### src/rtl/ex_stage_ctrl.sv
// LEGv8 main control decoder fused with the execute/memory/writeback stage.
// Decodes instruction[31:21], runs the ALU, accesses doubleword data memory and registers writeback/branch results.
module ex_stage_ctrl #(
    parameter int unsigned DMEM_DEPTH = 64,
    parameter int unsigned DMEM_AW    = 6
) (
    input  logic        clk,
    input  logic        rst,
    input  logic        instr_valid,
    input  logic [63:0] pc,
    input  logic [31:0] instruction,
    input  logic [63:0] sign_ext_imm,
    input  logic [63:0] read_data1,
    input  logic [63:0] read_data2,
    output logic        reg2loc,
    output logic        wb_en,
    output logic [4:0]  wb_reg,
    output logic [63:0] wb_data,
    output logic        alu_zero,
    output logic        pc_src,
    output logic [63:0] branch_address
);
    typedef enum logic [2:0] {FN_ADD, FN_SUB, FN_AND, FN_ORR, FN_PASS} alu_fn_e;

    logic [10:0] opcode;
    logic        reg2loc_c, br_c, bz_c, bnz_c;
    logic        mem_read_c, mem_to_reg_c, mem_write_c, reg_write_c;
    logic [1:0]  alu_op_c, alu_src_c;
    alu_fn_e     rtype_fn, alu_fn;
    logic [63:0] opb, alu_res, mem_rdata;
    logic        rd2_zero;
    logic [DMEM_AW-1:0] mem_idx;
    logic [63:0] dmem [DMEM_DEPTH];

    logic        wb_en_d, wb_en_q, alu_zero_d, alu_zero_q, pc_src_d, pc_src_q;
    logic [4:0]  wb_reg_d, wb_reg_q;
    logic [63:0] wb_data_d, wb_data_q, branch_address_d, branch_address_q;

    // Rn index is consumed by the register file in decode, not here.
    logic unused_rn;
    assign unused_rn = ^instruction[9:5];

    assign opcode = instruction[31:21];

    always_comb begin
        reg2loc_c    = 1'b0;
        br_c         = 1'b0;
        bz_c         = 1'b0;
        bnz_c        = 1'b0;
        mem_read_c   = 1'b0;
        mem_to_reg_c = 1'b0;
        mem_write_c  = 1'b0;
        reg_write_c  = 1'b0;
        alu_op_c     = 2'b00;
        alu_src_c    = 2'b00;
        rtype_fn     = FN_ADD;
        casez (opcode)
            11'b10001011000: begin alu_op_c = 2'b10; reg_write_c = 1'b1; rtype_fn = FN_ADD; end
            11'b11001011000: begin alu_op_c = 2'b10; reg_write_c = 1'b1; rtype_fn = FN_SUB; end
            11'b10001010000: begin alu_op_c = 2'b10; reg_write_c = 1'b1; rtype_fn = FN_AND; end
            11'b10101010000: begin alu_op_c = 2'b10; reg_write_c = 1'b1; rtype_fn = FN_ORR; end
            11'b1001000100?: begin
                alu_op_c = 2'b11; alu_src_c = 2'b10; reg_write_c = 1'b1; rtype_fn = FN_ADD;
            end
            11'b1101000100?: begin
                alu_op_c = 2'b11; alu_src_c = 2'b10; reg_write_c = 1'b1; rtype_fn = FN_SUB;
            end
            11'b11111000010: begin
                alu_src_c = 2'b01; mem_read_c = 1'b1; mem_to_reg_c = 1'b1; reg_write_c = 1'b1;
            end
            11'b11111000000: begin alu_src_c = 2'b01; reg2loc_c = 1'b1; mem_write_c = 1'b1; end
            11'b10110100???: begin alu_op_c = 2'b01; reg2loc_c = 1'b1; bz_c = 1'b1; end
            11'b10110101???: begin alu_op_c = 2'b01; reg2loc_c = 1'b1; bnz_c = 1'b1; end
            11'b000101?????: br_c = 1'b1;
            default: ;
        endcase
    end

    always_comb begin
        case (alu_src_c)
            2'b01:   opb = sign_ext_imm;
            2'b10:   opb = {52'b0, instruction[21:10]};
            default: opb = read_data2;
        endcase
        case (alu_op_c)
            2'b00:   alu_fn = FN_ADD;
            2'b01:   alu_fn = FN_PASS;
            default: alu_fn = rtype_fn;
        endcase
        case (alu_fn)
            FN_SUB:  alu_res = read_data1 - opb;
            FN_AND:  alu_res = read_data1 & opb;
            FN_ORR:  alu_res = read_data1 | opb;
            FN_PASS: alu_res = read_data2;
            default: alu_res = read_data1 + opb;
        endcase
    end

    // Byte offset bits and out-of-range upper bits are dropped, so the index wraps.
    assign mem_idx   = alu_res[DMEM_AW+2:3];
    assign mem_rdata = dmem[mem_idx];
    assign rd2_zero  = (read_data2 == '0);

    always_ff @(posedge clk) begin
        if (!rst && instr_valid && mem_write_c) begin
            dmem[mem_idx] <= read_data2;
        end
    end

    always_comb begin
        wb_en_d          = 1'b0;
        pc_src_d         = 1'b0;
        wb_reg_d         = wb_reg_q;
        wb_data_d        = wb_data_q;
        alu_zero_d       = alu_zero_q;
        branch_address_d = branch_address_q;
        if (instr_valid) begin
            wb_en_d          = reg_write_c && (instruction[4:0] != 5'd31);
            wb_reg_d         = instruction[4:0];
            wb_data_d        = mem_to_reg_c ? mem_rdata : alu_res;
            alu_zero_d       = (alu_res == '0);
            pc_src_d         = br_c | (bz_c & rd2_zero) | (bnz_c & ~rd2_zero);
            branch_address_d = pc + (sign_ext_imm << 2);
        end
    end

    always_ff @(posedge clk) begin
        if (rst) begin
            wb_en_q          <= 1'b0;
            wb_reg_q         <= '0;
            wb_data_q        <= '0;
            alu_zero_q       <= 1'b0;
            pc_src_q         <= 1'b0;
            branch_address_q <= '0;
        end else begin
            wb_en_q          <= wb_en_d;
            wb_reg_q         <= wb_reg_d;
            wb_data_q        <= wb_data_d;
            alu_zero_q       <= alu_zero_d;
            pc_src_q         <= pc_src_d;
            branch_address_q <= branch_address_d;
        end
    end

    assign reg2loc        = reg2loc_c;
    assign wb_en          = wb_en_q;
    assign wb_reg         = wb_reg_q;
    assign wb_data        = wb_data_q;
    assign alu_zero       = alu_zero_q;
    assign pc_src         = pc_src_q;
    assign branch_address = branch_address_q;

    logic unused_mem_read;
    assign unused_mem_read = mem_read_c;
endmodule

### config.mk
export PLATFORM = sky130hd
export DESIGN_NAME = ex_stage_ctrl
export DESIGN_NICKNAME = d
export VERILOG_FILES = /design/src/rtl/ex_stage_ctrl.sv
export SDC_FILE = /design/constraint.sdc
export NUM_CORES = 2
export LEC_CHECK = 0
export CORE_MARGIN = 2
export CORE_UTILIZATION = 32
export DETAILED_ROUTE_END_ITERATION = 7
export PLACE_DENSITY = 0.53
export SETUP_SLACK_MARGIN = 0.02
export SLEW_MARGIN = 40
export SYNTH_ARGS = -nofsm -noshare
export SYNTH_HDL_FRONTEND = slang
export SYNTH_SLANG_ARGS = --single-unit
export TNS_END_PERCENT = 10
### constraint.sdc
create_clock -name clk -period 10.86 [get_ports clk]
set_input_delay 1.629 -clock clk [delete_from_list [all_inputs] [get_ports clk]]
set_output_delay 1.629 -clock clk [all_outputs]
set_load 0.01 [all_outputs]
Fig. 1: the clock network
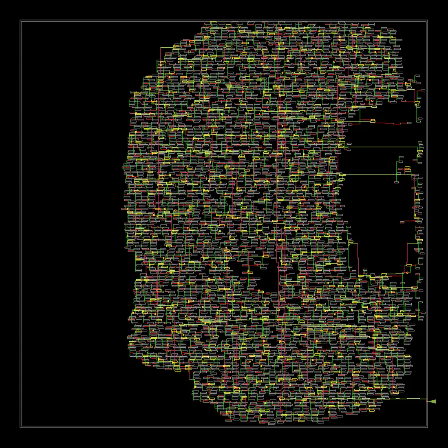
CTS sink cnt: 4232
clk pwr: 14.6 mW

==> run_results.csv <==
group,metric,value,unit
route,drt-total-wl,727000,um
global_routing,antenna_found_initial,68,
final_layout,final_cells,21192,
run,warning_count,51,
clock_tree,clockBufferDepth,4,
placed_design,placed_area,193000,um^2
critical_path,max_stage_delay,0.75,ns
power_and_ir_drop,power_density,196,nW/um^2
final_layout,non_clock_buffer_area_share,0.0480,
final_layout,clock_buffers,517,
clock_tree,root_buffer,"clkbuf_16",
global_routing,gr-usage-met3,0.0502,
synthesis,syn_inst,12979,
power_and_ir_drop,p_clk_frac,0.360,
timing,setup_viol,0,
final_layout,final_cell_area,207000,um^2
critical_path,end_kind,"flop",
die,die_w,748,um
route,ant_nets,0,
critical_path,crit_fanout,34,
synthesis,synth_nets,13401,
status,status,"finished, final reports clean",
timing,holdWs,0.457,ns
clock_tree,post_cts_resized,0,
clock_tree,cts_setup_buffers,0,
clock_tree,hold_buffers,0,
critical_path,cp_top_family,"simple AND/OR/NAND/NOR gates",
synthesis,syn_avg_cell_area,13.7,um^2
final_layout,seq_area,126000,um^2
final_layout,clk_share,0.0657,
final_layout,finish.utilization,0.375,
final_layout,biggestCellCategory,"flip-flops and latches",
timing,finClkSkew,0.0925,ns
route,dr.pass1.iters,8,
timing,hold_viol,0,
critical_path,timing_worst_setup_path_type,"in2reg",
synthesis,synthDistinctLibCells,99,
die,dieArea,560000,um^2
placed_design,place_ws,0.185,ns
final_layout,diodes,28,
Fig. 2: wiring by layer
(1 px per um)
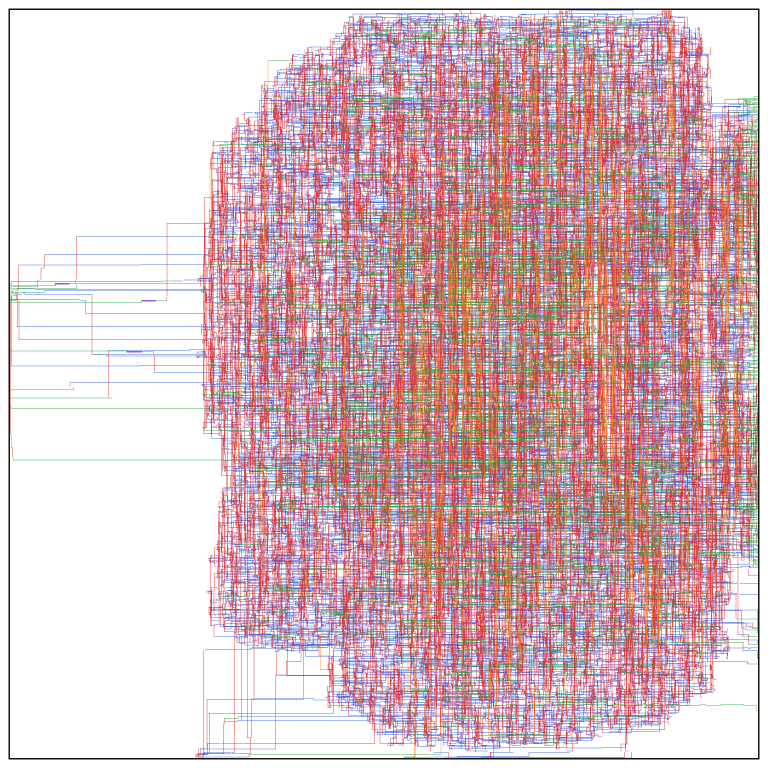
legend:
  red:
    layer: M2
    wire_length: 326 mm
  blue:
    layer: M1
    wire_length: 281 mm
  purple:
    layer: M5
    wire_length: 190 um
  orange:
    layer: M4
    wire_length: 43.9 mm
  green:
    layer: M3
    wire_length: 75.8 mm

tightest hold or removal path, stage by stage, from the launching register on:
cell and delay, ns:
dfxtp_1 0.32, nand2_1 0.04, o21ai_0 0.06
final timing paths:
path,to,start,depth (start not counted)
worst min register to register,branch_address[48],branch_address[48],2
worst max register to register,wb_data[41],dmem[1][41],8
worst min-delay path,branch_address[48],branch_address[48],2
worst max-delay path,alu_zero,instruction[27],31
per-layer routing:
layer / part of all wire / vias to the layer above / routed length, um
li1: - / 50711 / -
met5: 0.00026 / - / 190
met4: 0.060 / 30 / 43900
met3: 0.10 / 1387 / 75800
met1: 0.39 / 63099 / 281000
met2: 0.45 / 7236 / 326000
Power figures rest on the tool's default switching activity, not on a simulated workload.
